run_1/closeup.png
Window x 115 to 145, y 16 to 46 µm. Cells in grey, sequential cells in the stronger grey; small squares are vias.
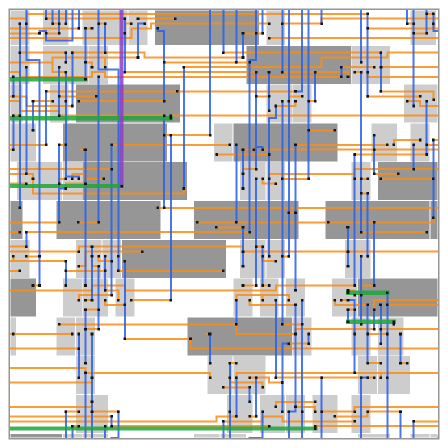
run_1/clock_wires.png
The bar under the picture is 50 µm long.
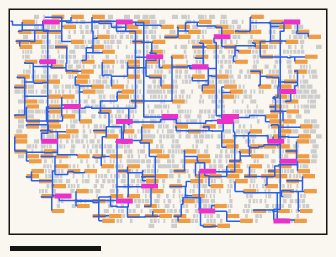
run_1/ff_map.png
The bar under the picture is 50 µm long. Other sequential cells in the stronger grey, the rest of the logic in the fainter grey.
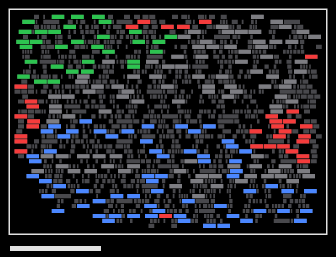
`src/rtl/sys_id_pkg.sv`:
```
// Shared definitions for the system-ID slave: register map, CTRL bit positions,
// the default version word and the read-pipeline beat type.
package sys_id_pkg;

   localparam logic [2:0] ADDR_ID        = 3'd0;
   localparam logic [2:0] ADDR_TIMESTAMP = 3'd1;
   localparam logic [2:0] ADDR_VERSION   = 3'd2;
   localparam logic [2:0] ADDR_SCRATCH   = 3'd3;
   localparam logic [2:0] ADDR_UPTIME    = 3'd4;
   localparam logic [2:0] ADDR_CYC_LO    = 3'd5;
   localparam logic [2:0] ADDR_CYC_HI    = 3'd6;
   localparam logic [2:0] ADDR_CTRL      = 3'd7;

   localparam int CTRL_CLR    = 0;
   localparam int CTRL_FREEZE = 1;

   localparam logic [31:0] VERSION_DEFAULT = 32'h0002_0000;

   typedef struct packed {
      logic        valid;
      logic [31:0] data;
   } rd_beat_t;

endpackage

```
`src/rtl/sys_id_rd_pipe.sv`:
```
// Fixed-latency read-return pipeline: LAT stages of {valid, data}, flushed by reset.
module sys_id_rd_pipe
   import sys_id_pkg::*;
#(
   parameter int LAT = 1
) (
   input  logic     clock,
   input  logic     reset,
   input  rd_beat_t beat_i,
   output rd_beat_t beat_o
);

   rd_beat_t stage_q [LAT];

   always_ff @(posedge clock) begin
      if (reset) begin
         for (int i = 0; i < LAT; i++) stage_q[i] <= '0;
      end else begin
         stage_q[0] <= beat_i;
         for (int i = 1; i < LAT; i++) stage_q[i] <= stage_q[i-1];
      end
   end

   assign beat_o = stage_q[LAT-1];

endmodule

```
`src/rtl/sys_id_ctrl.sv`:
```
// Avalon-MM system-identification slave: constant ID words, scratch register,
// 64-bit cycle counter with coherent high-word snapshot, and a seconds uptime counter.
module sys_id_ctrl
   import sys_id_pkg::*;
#(
   parameter logic [31:0] SYS_ID       = 32'h6537_1B35,
   parameter logic [31:0] TIMESTAMP    = 32'd1698501301,
   parameter logic [31:0] VERSION      = VERSION_DEFAULT,
   parameter logic [31:0] CLK_HZ       = 32'd50_000_000,
   parameter int          ADDR_W       = 3,
   parameter int          READ_LATENCY = 1
) (
   input  logic              clock,
   input  logic              reset,
   input  logic [ADDR_W-1:0] address,
   input  logic              read,
   input  logic              write,
   input  logic [31:0]       writedata,
   output logic [31:0]       readdata,
   output logic              readdatavalid
);

   logic [63:0] cyc_q;
   logic [31:0] snap_q;
   logic [31:0] scratch_q;
   logic [31:0] presc_q, presc_d;
   logic [31:0] uptime_q, uptime_d;
   logic        freeze_q;

   logic        in_map;
   logic [2:0]  reg_idx;
   logic        wr_en;
   logic        clr;
   rd_beat_t    rd_beat;
   rd_beat_t    rd_out;

   assign in_map  = (address >> 3) == '0;
   assign reg_idx = address[2:0];
   // A simultaneous read wins; the write is dropped.
   assign wr_en   = write && !read && in_map;
   assign clr     = wr_en && (reg_idx == ADDR_CTRL) && writedata[CTRL_CLR];

   always_comb begin
      rd_beat       = '0;
      rd_beat.valid = read;
      if (read && in_map) begin
         case (reg_idx)
            ADDR_ID:        rd_beat.data = SYS_ID;
            ADDR_TIMESTAMP: rd_beat.data = TIMESTAMP;
            ADDR_VERSION:   rd_beat.data = VERSION;
            ADDR_SCRATCH:   rd_beat.data = scratch_q;
            ADDR_UPTIME:    rd_beat.data = uptime_q;
            ADDR_CYC_LO:    rd_beat.data = cyc_q[31:0];
            ADDR_CYC_HI:    rd_beat.data = snap_q;
            ADDR_CTRL:      rd_beat.data[CTRL_FREEZE] = freeze_q;
            default:        rd_beat.data = '0;
         endcase
      end
   end

   // Clear beats both the prescaler wrap and freeze.
   always_comb begin
      presc_d  = presc_q;
      uptime_d = uptime_q;
      if (clr) begin
         presc_d  = '0;
         uptime_d = '0;
      end else if (!freeze_q) begin
         if (presc_q == CLK_HZ - 32'd1) begin
            presc_d  = '0;
            uptime_d = uptime_q + 32'd1;
         end else begin
            presc_d = presc_q + 32'd1;
         end
      end
   end

   always_ff @(posedge clock) begin
      if (reset) begin
         cyc_q     <= '0;
         snap_q    <= '0;
         scratch_q <= '0;
         presc_q   <= '0;
         uptime_q  <= '0;
         freeze_q  <= 1'b0;
      end else begin
         cyc_q    <= cyc_q + 64'd1;
         presc_q  <= presc_d;
         uptime_q <= uptime_d;
         if (read && in_map && (reg_idx == ADDR_CYC_LO)) snap_q <= cyc_q[63:32];
         if (wr_en && (reg_idx == ADDR_SCRATCH)) scratch_q <= writedata;
         if (wr_en && (reg_idx == ADDR_CTRL)) freeze_q <= writedata[CTRL_FREEZE];
      end
   end

   sys_id_rd_pipe #(.LAT(READ_LATENCY)) u_rd_pipe (
      .clock  (clock),
      .reset  (reset),
      .beat_i (rd_beat),
      .beat_o (rd_out)
   );

   assign readdata      = rd_out.data;
   assign readdatavalid = rd_out.valid;

endmodule

```
`config.mk`:
```
export PLATFORM = sky130hd
export DESIGN_NAME = sys_id_ctrl
export DESIGN_NICKNAME = d
export VERILOG_FILES = /design/src/rtl/sys_id_pkg.sv /design/src/rtl/sys_id_rd_pipe.sv /design/src/rtl/sys_id_ctrl.sv
export SDC_FILE = /design/constraint.sdc
export NUM_CORES = 1
export LEC_CHECK = 0
export CORE_ASPECT_RATIO = 0.7
export CORE_MARGIN = 2
export CORE_UTILIZATION = 50
export CTS_CLUSTER_SIZE = 12
export DETAILED_ROUTE_END_ITERATION = 10
export GPL_TIMING_DRIVEN = 0
export PLACE_DENSITY = 0.68
export SLEW_MARGIN = 10
export SYNTH_ARGS = -nofsm -noshare
export SYNTH_HDL_FRONTEND = slang
export SYNTH_SLANG_ARGS = --single-unit
```
`constraint.sdc`:
```
create_clock -name clock -period 2.88 [get_ports clock]
set_clock_uncertainty 0.05 [all_clocks]
set_input_delay 0.72 -clock clock [delete_from_list [all_inputs] [get_ports clock]]
set_output_delay 0.72 -clock clock [all_outputs]
set_load 0.02 [all_outputs]
```
==> impl_metrics.ini, run 1 <==
; yosys + openroad results
[setup_path]
max_stage_delay_ps = 600
r2r_setup_slack_ps = 230
worstSetupStartpoint = reset
crit_type = in2reg
path_common_cell = clkbuf_1
crit_chain = clkdlybuf4s50_1 -> nand2b_1 -> clkbuf_1 -> inv_1 -> nand2_1 -> clkbuf_1 -> nor2_1
cpMaxStageDelayCell = clkdlybuf4s50_1
path_delay_family = buffers and inverters

[cells_and_area]
buffers = 145
seq_cell_count = 226
comb-cell-share = 0.440
fin_area_mm2 = 0.0118
final_nets = 1360
seq_area_frac = 0.384
clock_buffers = 33
layout-drive-gt1-share = 0.0551
dominant_cells = combinational gates
comb_area_mm2 = 0.00517
area_delta_synth_final_pct = 18.1
reg.largest.list = cyc_q (64), u_rd_pipe.stage_q (33)
largest_register = cyc_q
seq_area_mm2 = 0.00452

[global_route]
grt_usage = 0.293
use_met2 = 0.411
grt-ovfl-total = 0
grt-busiest-layer = met1
met3_usage = 0.0562
grt_max_degree = 13
grt_pass1_wl_mm = 48.8
grtUsageMet1 = 0.456

[routing]
wl_per_cell_um = 19.2
vias = 9497
postRouteAntennaNets = 0
wl_met3_mm = 2.73
wl_met2_mm = 12.1
wl_mm = 30.7

[outcome]
run_status = finished, violations left
violations = negative setup slack

[synthesis]
mux_area_frac = 0.0153
yosysWarnings = 0
top_cell_area_share = 0.454
ys_cells = 1218
synth_flops = 226
ff_type = dfxtp_1
fp_nets = 1260
syn_avg_cell_area_um2 = 8.18
ys_seq_frac = 0.454
synthArstFlopShare = 0
xor_area_frac = 0.0554
top_cells_by_count = 226 x dfxtp_1, 189 x nand2_1, 160 x a21oi_1
synth_area_mm2 = 0.00996
synthAoiAreaFrac = 0.158
ys_sh_simple = 0.280
yosysTopAreaCell = dfxtp_1
syn-instance-count = 1218
top_cells_by_area = dfxtp_1 45%, a21oi_1 8.0%, nand2_1 7.1%
topCombFamilyByArea = simple AND/OR/NAND/NOR gates

[power]
p_seq_uw = 3160
power_leader = sequential cells
finalPower_uw = 6210
switching_share = 0.226
p_leak_uw = 0.00371
p_clk_frac = 0.441
p_seq_frac = 0.509
p_per_area_mw_per_mm2 = 528
comb-power_uw = 311
power_clock_uw = 2740
ir_worst_vdd_mv = 0.345
p_int_uw = 4810

[timing]
tns_ps = -37.6
fmax_mhz = 344
worst_slack_ps = -24.5
setup_violations = 2
worst_slew_pin_slew_ps = 1210
fin_crit_sh = 1.01

[min_path]
hp-class = reg2reg
hold_path.startpoint = scratch_q[28]

[die]
die_h_um = 122
rows = 43
dieWidth_um = 173
nWellTaps = 270
chip_area_mm2 = 0.0211

[job]
tool_warnings = 26

[placed_design]
pre_cts_slack_ps = -836
place_congestion = 0.971
post-dp-hpwl_mm = 23.1

[clock_tree]
cts_buffer_depth = 3
cts_setup_buffers = 1
cts_sinks = 226
htree_levels = 1
ctsHoldBuffers = 0
cts_tree = done
clkLatencyLatePin_ps = 510
clkSlewWorstSetupHoldPaths_ps = 60
Back to the opening pictures, closeup.png:
legend:
  M3:
    colour: green
  M2:
    colour: blue
  M1:
    colour: orange
  M4:
    colour: purple
sequential cells in the window: 13
netlist names of flops here include: snap_q (7), cyc_q (6)
most frequent: nand2_1 (17), dfxtp_1 (13), a21oi_1 (12)
cells with their middle in the window: 65

Back to the opening pictures, clock_wires.png:
legend:
  clock-net drivers:
    colour: magenta
    count: 23
  flip-flops:
    colour: orange
    count: 226
  clock wires:
    colour: blue
    length: 2810 µm
routed clock nets: 24

Back to the opening pictures, ff_map.png:
legend:
  presc_q:
    colour: green
    sequential_cells: 32
    where: upper left
  u_rd_pipe.stage_q:
    colour: red
    sequential_cells: 33
  cyc_q:
    colour: blue
    sequential_cells: 64
not coloured: 97

==> run 2: changes to the inputs <==
--- a/config.mk
+++ b/config.mk
@@ -5,13 +5,14 @@
 export SDC_FILE = /design/constraint.sdc
 export NUM_CORES = 1
 export LEC_CHECK = 0
+export ABC_CLOCK_PERIOD_IN_PS = 2880
 export CORE_ASPECT_RATIO = 0.7
 export CORE_MARGIN = 2
-export CORE_UTILIZATION = 50
+export CORE_UTILIZATION = 49
 export CTS_CLUSTER_SIZE = 12
 export DETAILED_ROUTE_END_ITERATION = 10
 export GPL_TIMING_DRIVEN = 0
-export PLACE_DENSITY = 0.68
+export PLACE_DENSITY = 0.66
 export SLEW_MARGIN = 10
 export SYNTH_ARGS = -nofsm -noshare
 export SYNTH_HDL_FRONTEND = slang
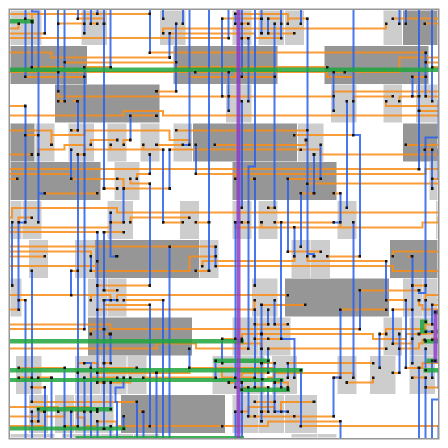
run_2/closeup.png
Window x 116 to 146, y 16 to 46 µm. Cells in grey, sequential cells in the stronger grey; small squares are vias.
legend:
  M4:
    colour: purple
  M2:
    colour: blue
  M3:
    colour: green
  M1:
    colour: orange
sequential cells in the window: 11
netlist names of flops here include: snap_q (6), cyc_q (5)
cells with their middle in the window: 65
most frequent: nand2_1 (19), a21oi_1 (14), dfxtp_1 (11)

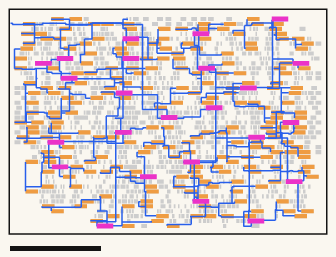
run_2/clock_wires.png
The bar under the picture is 50 µm long.
legend:
  clock-net drivers:
    colour: magenta
    count: 24
  flip-flops:
    colour: orange
    count: 226
  clock wires:
    colour: blue
    length: 2880 µm
flops lie: all over the die
routed clock nets: 25

==> impl_metrics.ini, run 2 <==
; yosys + openroad results
[outcome]
run_status = finished, final reports clean

[die]
dieWidth_um = 174
chip_area_mm2 = 0.0215
rows = 43
die_h_um = 123

[clock_tree]
clkSlewWorstSetupHoldPaths_ps = 60
htree_levels = 1
cts_sinks = 226
cts_tree = done
ctsHoldBuffers = 0

[cells_and_area]
clock_buffers = 37
seq_area_frac = 0.381
seq_cell_count = 226
buffers = 145
comb_area_mm2 = 0.00515
fin_area_mm2 = 0.0119
final_nets = 1361
comb-cell-share = 0.434
seq_area_mm2 = 0.00452
dominant_cells = combinational gates

[timing]
setup_violations = 0
tns_ps = 0
fmax_mhz = 355
fin_crit_sh = 0.978

[power]
power_clock_uw = 3070
ir_worst_vdd_mv = 0.352
switching_share = 0.221
p_seq_frac = 0.483
comb-power_uw = 307
power_leader = sequential cells
finalPower_uw = 6540
p_clk_frac = 0.470

[placed_design]
pre_cts_slack_ps = -803
place_congestion = 0.946
post-dp-hpwl_mm = 23.0

[synthesis]
top_cells_by_area = dfxtp_1 45%, a21oi_1 8.0%, nand2_1 7.1%
yosysTopAreaCell = dfxtp_1
yosysWarnings = 0
mux_area_frac = 0.0153
ys_seq_frac = 0.454
ys_cells = 1218
ff_type = dfxtp_1
synth_flops = 226
synthAoiAreaFrac = 0.158
syn-instance-count = 1218
syn_avg_cell_area_um2 = 8.18
fp_nets = 1260

[global_route]
use_met2 = 0.398
grt_pass1_wl_mm = 46.9
grt_usage = 0.280
met3_usage = 0.0529
grt-busiest-layer = met1
grt-ovfl-total = 0

[routing]
postRouteAntennaNets = 0
wl_met2_mm = 12.1
wl_met3_mm = 2.81
vias = 9463
wl_mm = 30.5
wl_per_cell_um = 19.0

[setup_path]
cpMaxStageDelayCell = clkbuf_1
path_delay_family = buffers and inverters
r2r_setup_slack_ps = 220
worstSetupStartpoint = address[0]
max_stage_delay_ps = 530

[min_path]
hold_path.startpoint = scratch_q[13]
hp-class = reg2reg

[job]
tool_warnings = 26
